`config.mk`:
```
export PLATFORM = sky130hd
export DESIGN_NAME = uart_tx_slave
export DESIGN_NICKNAME = d
export VERILOG_FILES = /design/src/rtl/uart_tx_slave.sv
export SDC_FILE = /design/constraint.sdc
export NUM_CORES = 1
export LEC_CHECK = 0
export CORE_MARGIN = 2
export CORE_UTILIZATION = 61
export CTS_BUF_LIST = sky130_fd_sc_hd__clkbuf_4 sky130_fd_sc_hd__clkbuf_8 sky130_fd_sc_hd__clkbuf_16
export DETAILED_ROUTE_END_ITERATION = 10
export PLACE_DENSITY = 0.89
export SLEW_MARGIN = 20
export SYNTH_ARGS = -nofsm -noshare
export SYNTH_HDL_FRONTEND = slang
export SYNTH_SLANG_ARGS = --single-unit
```
`constraint.sdc`:
```
create_clock -name clk -period 8.1 [get_ports clk]
set_input_delay 0.81 -clock clk [delete_from_list [all_inputs] [get_ports clk]]
set_output_delay 0.81 -clock clk [all_outputs]
set_load 0.01 [all_outputs]
```
`src/rtl/uart_tx_slave.sv`:
```
// uart_tx_slave: bus slave that queues byte writes in a FIFO and sends them as 8N1 frames on txd.
// Registers on addr[3:2]: 0 TXDATA (W), 1 STATUS (RO), 2 BAUDDIV (RW), 3 reserved.
module uart_tx_slave #(
   parameter int unsigned FIFO_DEPTH = 16,
   parameter int unsigned DIV_WIDTH  = 16,
   parameter int unsigned DIV_RESET  = 868
) (
   input  logic        clk,
   input  logic        reset,
   input  logic        valid,
   output logic        ready,
   input  logic [31:0] addr,
   input  logic [31:0] wdata,
   input  logic [3:0]  wstrb,
   output logic [31:0] rdata,
   output logic        txd,
   output logic        tx_empty
);
   localparam int unsigned AW = $clog2(FIFO_DEPTH);
   localparam logic [AW:0] FULL_COUNT = (AW+1)'(FIFO_DEPTH);

   typedef enum logic [1:0] {IDLE, START, DATA, STOP} state_t;

   state_t               state;
   logic [7:0]           mem [FIFO_DEPTH];
   logic [AW-1:0]        wptr, rptr;
   logic [AW:0]          count;
   logic [DIV_WIDTH-1:0] bauddiv, baud_cnt, period_m1, div_new;
   logic [7:0]           shreg;
   logic [2:0]           bitcnt;
   logic [31:0]          rd_val, wmask;
   logic                 full, empty, is_tx_wr, accept, push, pop, bit_end;
   logic                 unused_bits;

   assign full     = (count == FULL_COUNT);
   assign empty    = (count == '0);
   assign bit_end  = (baud_cnt == '0);
   assign pop      = !empty && ((state == IDLE) || (state == STOP && bit_end));
   assign is_tx_wr = (addr[3:2] == 2'd0) && wstrb[0];
   // A TXDATA write into a full FIFO is only taken on an edge that also pops.
   assign accept   = valid && !ready && !(is_tx_wr && full && !pop);
   assign push     = accept && is_tx_wr;
   assign tx_empty = empty && (state == IDLE);

   assign wmask       = {{8{wstrb[3]}}, {8{wstrb[2]}}, {8{wstrb[1]}}, {8{wstrb[0]}}};
   assign unused_bits = ^{addr[31:4], addr[1:0], wdata, wmask};

   always_comb begin
      rd_val = '0;
      case (addr[3:2])
         2'd1: begin
            rd_val[0]          = (state != IDLE);
            rd_val[1]          = full;
            rd_val[2]          = empty;
            rd_val[8 +: AW+1]  = count;
         end
         2'd2:    rd_val[DIV_WIDTH-1:0] = bauddiv;
         default: ;
      endcase
   end

   always_comb begin
      div_new   = (bauddiv & ~wmask[DIV_WIDTH-1:0]) | (wdata[DIV_WIDTH-1:0] & wmask[DIV_WIDTH-1:0]);
      period_m1 = bauddiv - 1'b1;
      if (bauddiv[DIV_WIDTH-1:1] == '0)
         period_m1 = DIV_WIDTH'(1);
   end

   always_ff @(posedge clk or posedge reset) begin
      if (reset) begin
         ready   <= 1'b0;
         rdata   <= '0;
         bauddiv <= DIV_WIDTH'(DIV_RESET);
      end else begin
         ready <= accept;
         rdata <= accept ? rd_val : '0;
         if (accept && addr[3:2] == 2'd2)
            bauddiv <= div_new;
      end
   end

   always_ff @(posedge clk) begin
      if (push)
         mem[wptr] <= wdata[7:0];
   end

   always_ff @(posedge clk or posedge reset) begin
      if (reset) begin
         wptr  <= '0;
         rptr  <= '0;
         count <= '0;
      end else begin
         if (push) wptr <= wptr + 1'b1;
         if (pop)  rptr <= rptr + 1'b1;
         case ({push, pop})
            2'b10:   count <= count + 1'b1;
            2'b01:   count <= count - 1'b1;
            default: ;
         endcase
      end
   end

   always_ff @(posedge clk or posedge reset) begin
      if (reset) begin
         state    <= IDLE;
         baud_cnt <= '0;
         shreg    <= '0;
         bitcnt   <= '0;
         txd      <= 1'b1;
      end else begin
         // txd trails the state by one cycle, so every bit keeps its full period.
         case (state)
            START:   txd <= 1'b0;
            DATA:    txd <= shreg[0];
            default: txd <= 1'b1;
         endcase
         case (state)
            IDLE: begin
               if (pop) begin
                  shreg    <= mem[rptr];
                  baud_cnt <= period_m1;
                  state    <= START;
               end
            end
            START: begin
               if (bit_end) begin
                  baud_cnt <= period_m1;
                  bitcnt   <= '0;
                  state    <= DATA;
               end else begin
                  baud_cnt <= baud_cnt - 1'b1;
               end
            end
            DATA: begin
               if (bit_end) begin
                  baud_cnt <= period_m1;
                  shreg    <= {1'b0, shreg[7:1]};
                  bitcnt   <= bitcnt + 1'b1;
                  if (bitcnt == 3'd7)
                     state <= STOP;
               end else begin
                  baud_cnt <= baud_cnt - 1'b1;
               end
            end
            STOP: begin
               if (bit_end) begin
                  if (pop) begin
                     shreg    <= mem[rptr];
                     baud_cnt <= period_m1;
                     state    <= START;
                  end else begin
                     state <= IDLE;
                  end
               end else begin
                  baud_cnt <= baud_cnt - 1'b1;
               end
            end
         endcase
      end
   end

endmodule

```
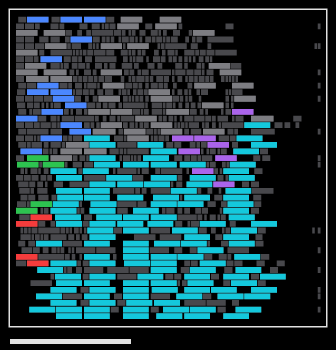
run_1/ff_map.png
Bar = 50 um. Other sequential cells in the stronger gray, the rest of the logic in the fainter gray.
- mem: cyan (sequential cells 128)
- count: green (sequential cells 5; where west)
- shreg: purple (sequential cells 8)
- rdata: blue (sequential cells 16)
- wptr: red (sequential cells 4; where south-west)
seq pwr: 1.44 mW
FF/Latch Area: 5750 um^2
sequential cell area share: 52.5%
Layout Utilization: 69.5%

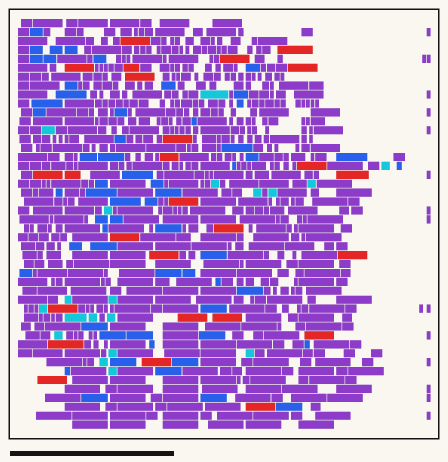
run_1/sizing.png
Bar = 50 um.
- x6 and larger: red (cells 26; most used clkbuf_16)
- x2: blue (cells 59)
- x3 and x4: cyan (cells 19; most used buf_4)
- x1 and smaller: purple (cells 714; most used edfxtp_1)

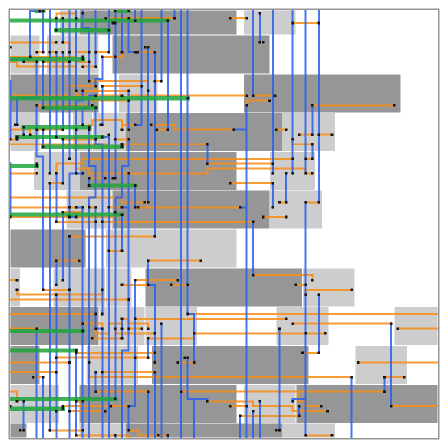
run_1/closeup.png
Region (83, 18) to (113, 48) um. Cells in gray, sequential cells in the stronger gray; small squares are vias.
- M2: blue
- M3: green
- M4: purple
- M1: orange
- cells with their middle in the window: 38
- netlist names of flops here include: mem (12)
- most frequent: edfxtp_1 (12), mux2i_1 (10), o221ai_1 (4)
- sequential cells in the window: 12

==> flow_metrics.tcl, run 1 <==
# collected from the flow reports
set metrics [dict create \
    dr_wl_met2_um 11900 \
    tool_warnings 86 \
    status "finished, final reports clean" \
    ant_nets 0 \
    fin_crit_sh_pct 63.5 \
    critical_path_class "register to register" \
    rows 46 \
    vias 6855 \
    dpl.hpwl_um 14600 \
    slowest_delay_ps 850 \
    antenna_found_initial 0 \
    mux_area_share_pct 9.72 \
    ys_warn_count 0 \
    ctsHoldBuffers 0 \
    hold_viol_final 0 \
    numCtsBuffers 20 \
    n_antenna_cell 0 \
    fin_area_um2 11000 \
    grt-busiest-layer "met2" \
    place_ws_ps 3200 \
    synthTopCellsByCount "edfxtp_1, dfrtp_1, nor2_1" \
    grtUsageTotal_pct 28.9 \
    rsz0062_at_grt "false" \
    power_leakage_nw 4.16 \
    top_layer "met4" \
    sh_comb_area_pct 33.0 \
    nWellTaps 216 \
    startpoint "baud_cnt[6]" \
    nets 898 \
    whs_ps 480 \
    grt_first_pass_wirelength_um 37000 \
    worst-path-stages 14 \
    syn_avg_cell_area_um2 12.6 \
    signal_buffers 54 \
    post_layout_nonfiller_instances 1034 \
    worst-r2r-cell-count 14 \
]
run_1/clock_nets.png
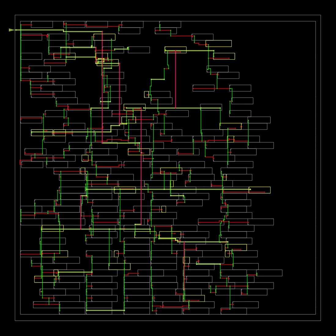

==> run 2, diff against run 1 <==
--- a/config.mk
+++ b/config.mk
@@ -6,10 +6,10 @@
 export NUM_CORES = 1
 export LEC_CHECK = 0
 export CORE_MARGIN = 2
-export CORE_UTILIZATION = 61
+export CORE_UTILIZATION = 57
 export CTS_BUF_LIST = sky130_fd_sc_hd__clkbuf_4 sky130_fd_sc_hd__clkbuf_8 sky130_fd_sc_hd__clkbuf_16
 export DETAILED_ROUTE_END_ITERATION = 10
-export PLACE_DENSITY = 0.89
+export PLACE_DENSITY = 0.84
 export SLEW_MARGIN = 20
 export SYNTH_ARGS = -nofsm -noshare
 export SYNTH_HDL_FRONTEND = slang
==> constraint.sdc (replaced) <==
create_clock -name clk -period 4.9 [get_ports clk]
set_input_delay 0.49 -clock clk [delete_from_list [all_inputs] [get_ports clk]]
set_output_delay 0.49 -clock clk [all_outputs]
set_load 0.01 [all_outputs]
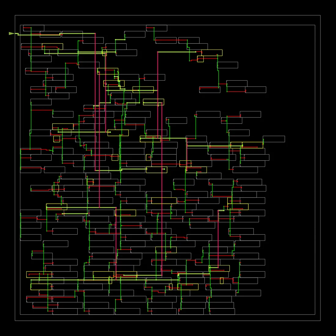
run_2/clock_nets.png
registers: 204
cts bufs inserted: 20
# clk buffers: 25

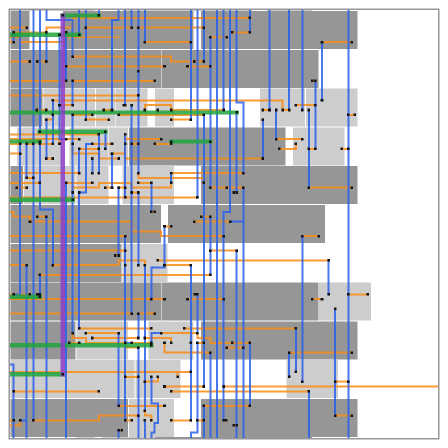
run_2/closeup.png
Region (86, 19) to (116, 49) um. Cells in gray, sequential cells in the stronger gray; small squares are vias.
- M1: orange
- M3: green
- M2: blue
- M4: purple
- most frequent: edfxtp_1 (13), mux2i_1 (8), o221ai_1 (6)
- netlist names of flops here include: mem (13), shreg (1)
- cells with their middle in the window: 35
- sequential cells in the window: 14

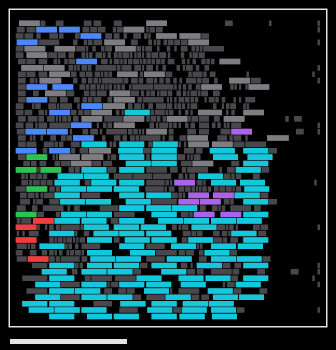
run_2/ff_map.png
Bar = 50 um. Other sequential cells in the stronger gray, the rest of the logic in the fainter gray.
- mem: cyan (sequential cells 128)
- rdata: blue (sequential cells 16)
- wptr: red (sequential cells 4)
- count: green (sequential cells 5; where west)
- shreg: purple (sequential cells 8)

==> run 2 against run 1 <==
Effect of this change:
- global-route usage down 2.6 points
- critical path type unchanged
- critical endpoint unchanged
- worst setup slack worse by 2300 ps
- combinational power up 55%
- highest routed layer unchanged
- fmax up 21%
- worst hold slack worse by 33 ps
- routed wire length down 4.3%
- non-clock buffer count up 5
- clock skew down 1.4 ps
- synthesized cell count unchanged
- largest cell class unchanged
- utilization down 3.4 points
==> flow_metrics.tcl, run 2 <==
# collected from the flow reports
set metrics [dict create \
    grt_first_pass_wirelength_um 36500 \
    logic_family "simple AND/OR/NAND/NOR gates" \
    powerSeq_mw 2.48 \
    tool_warnings 86 \
    dpl.hpwl_um 14300 \
    sh_comb_area_pct 32.9 \
    startpoint "state[0]" \
    ys_cells 772 \
    whs_ps 447 \
    yosysMostFrequentCell "edfxtp_1" \
    worst-path-stages 15 \
    ctsHoldBuffers 0 \
    combPwrFrac_pct 37.0 \
    clock_cell_area_share_pct 6.15 \
    dr_wl_met2_um 11100 \
    cts_tree "built" \
    largest_register_ff_count 128 \
    fp.coreArea_um2 16600 \
    slowest_delay_ps 480 \
    worst-path-buf-inv 1 \
    fin_area_um2 11000 \
    cts_resized 0 \
    nWellTaps 220 \
    signal_buffers 59 \
    pg_clk_mw 1.58 \
    rsz0062_at_grt "false" \
    syn_avg_cell_area_um2 12.6 \
    synth_top_area_share_pct 39.4 \
    post_layout_nonfiller_instances 1043 \
    worstSetupEndpointType "register" \
    wl_met1_um 9010 \
    setup_viol 0 \
    fin_crit_sh_pct 87.0 \
    pin_count 106 \
    top_layer "met4" \
    place_ws_ps 735 \
    ys_sh_aoi_pct 10.5 \
    fin_util_pct 66.1 \
    power_leakage_nw 4.17 \
    ys_warn_count 0 \
    grtUsageTotal_pct 26.2 \
    reg.largest.list "mem x128, baud_cnt x16, rdata x16" \
    antenna_found_initial 0 \
    worst-r2r-cell-count 15 \
    clkPwrFrac_pct 24.6 \
    drive_gt1_share_pct 13.1 \
    power_leader "registers" \
    grt-busiest-layer "met2" \
    mux_area_share_pct 9.72 \
    synthAdderAreaFrac_pct 2.95 \
    regArea_um2 5760 \
    synthTopCellsByCount "edfxtp_1, dfrtp_1, nor2_1" \
    n_antenna_cell 0 \
    drv_slew 0 \
    rows 47 \
    critical_path_class "register to register" \
    synthArstFlopShare_pct 37.3 \
    vias 6729 \
    nets 903 \
    hold_viol_final 0 \
    seq_share_pct 52.3 \
    ant_nets 0 \
    status "finished, final reports clean" \
]
run_2/clock_wires.png
Bar = 50 um.
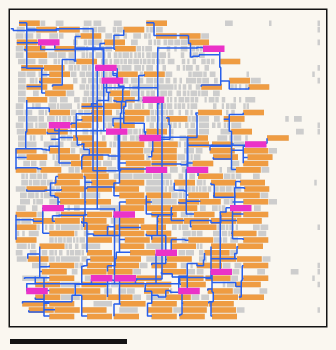

==> run 3, diff against run 2 <==
--- a/config.mk
+++ b/config.mk
@@ -5,6 +5,7 @@
 export SDC_FILE = /design/constraint.sdc
 export NUM_CORES = 1
 export LEC_CHECK = 0
+export ABC_AREA = 1
 export CORE_MARGIN = 2
 export CORE_UTILIZATION = 57
 export CTS_BUF_LIST = sky130_fd_sc_hd__clkbuf_4 sky130_fd_sc_hd__clkbuf_8 sky130_fd_sc_hd__clkbuf_16
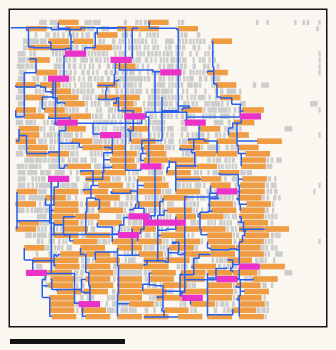
run_3/clock_wires.png
Bar = 50 um.
- flip-flops: orange (count 204)
- clock wires: blue (length 2180 um)
- clock-net drivers: magenta (count 21)
- flops lie: widely spread
Setup Skew: 19.4 ps
Clk power: 1.60 mW

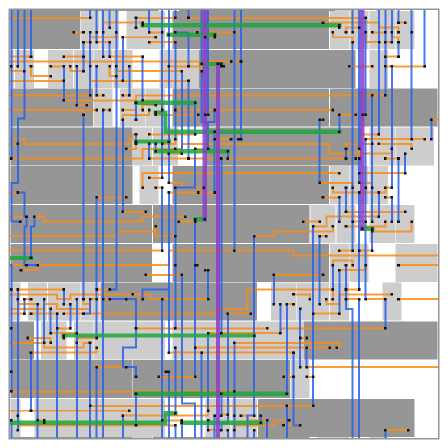
run_3/closeup.png
Region (88, 19) to (118, 49) um. Cells in gray, sequential cells in the stronger gray; small squares are vias.
- M3: green
- M1: orange
- M4: purple
- M2: blue
- sequential cells in the window: 18
- cells with their middle in the window: 66
- most frequent: nand2_1 (20), edfxtp_1 (18), nor2_1 (8)
- netlist names of flops here include: mem (18)

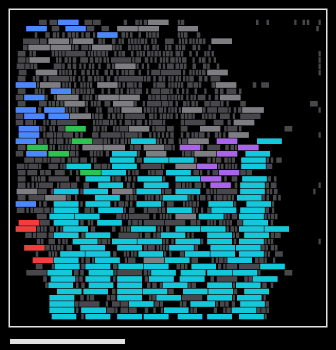
run_3/ff_map.png
Bar = 50 um. Other sequential cells in the stronger gray, the rest of the logic in the fainter gray.
- rdata: blue (sequential cells 16)
- count: green (sequential cells 5; where west)
- mem: cyan (sequential cells 128)
- shreg: purple (sequential cells 8)
- wptr: red (sequential cells 4; where south-west)
- not colored: 43
sequential cell area share: 51.0%
Layout Utilization: 65.1%

==> run 3 against run 2 <==
Effect of this change:
- register-to-register slack better by 730 ps
- fmax is 21% higher
- first-iteration DRC count is 9.8% lower
- worst hold slack worse by 21 ps
- final cell count is 30% higher
- global-route usage is 0.27 points lower
- utilization is 1.0 points lower
- area after synthesis is 3.8% higher
- routed wire length is 4.2% higher
- critical endpoint unchanged
==> flow_metrics.tcl, run 3 <==
# collected from the flow reports
set metrics [dict create \
    status "finished, final reports clean" \
    clock_cell_area_share_pct 6.14 \
    synthTopCellsByCount "nand2_1, nor2_1, edfxtp_1" \
    post_layout_nonfiller_instances 1354 \
    powerSeq_mw 2.15 \
    critical_path_class "register to register" \
    mux_area_share_pct 0 \
    antenna_found_initial 0 \
    nFlopsAndLatches 204 \
    syn_avg_cell_area_um2 9.34 \
    worst-r2r-cell-count 17 \
    signal_buffers 45 \
    n_antenna_cell 0 \
    ctsHoldBuffers 0 \
    synthArstFlopShare_pct 37.3 \
    clock_buffer_count 28 \
    clkPwrFrac_pct 32.9 \
    setup_viol 0 \
    nets 1208 \
    combPwrFrac_pct 23.0 \
    top_layer "met4" \
    logic_family "simple AND/OR/NAND/NOR gates" \
    ys_warn_count 0 \
    ys_sh_aoi_pct 12.3 \
    rsz0062_at_grt "false" \
    fin_crit_sh_pct 72.1 \
    fin_area_um2 11300 \
    whs_ps 426 \
    tool_warnings 86 \
    synth_top_area_share_pct 37.9 \
    sh_comb_area_pct 33.9 \
    reg.largest.list "mem x128, baud_cnt x16, rdata x16" \
    hold_viol_final 0 \
    grt-busiest-layer "met2" \
    power_leader "registers" \
    drv_slew 0 \
    yosysMostFrequentCell "nand2_1" \
    largest_register_ff_count 128 \
    slowest_delay_ps 630 \
    rows 48 \
    cts_tree "built" \
    grt_first_pass_wirelength_um 37900 \
    pin_count 106 \
    place_ws_ps 1250 \
    power_leakage_nw 4.64 \
    synthAdderAreaFrac_pct 2.84 \
    drive_gt1_share_pct 7.35 \
    nWellTaps 225 \
    worst-path-stages 17 \
    vias 7868 \
    dr_wl_met2_um 11600 \
    ant_nets 0 \
]
Power figures rest on the tool's default switching activity, not on a simulated workload.
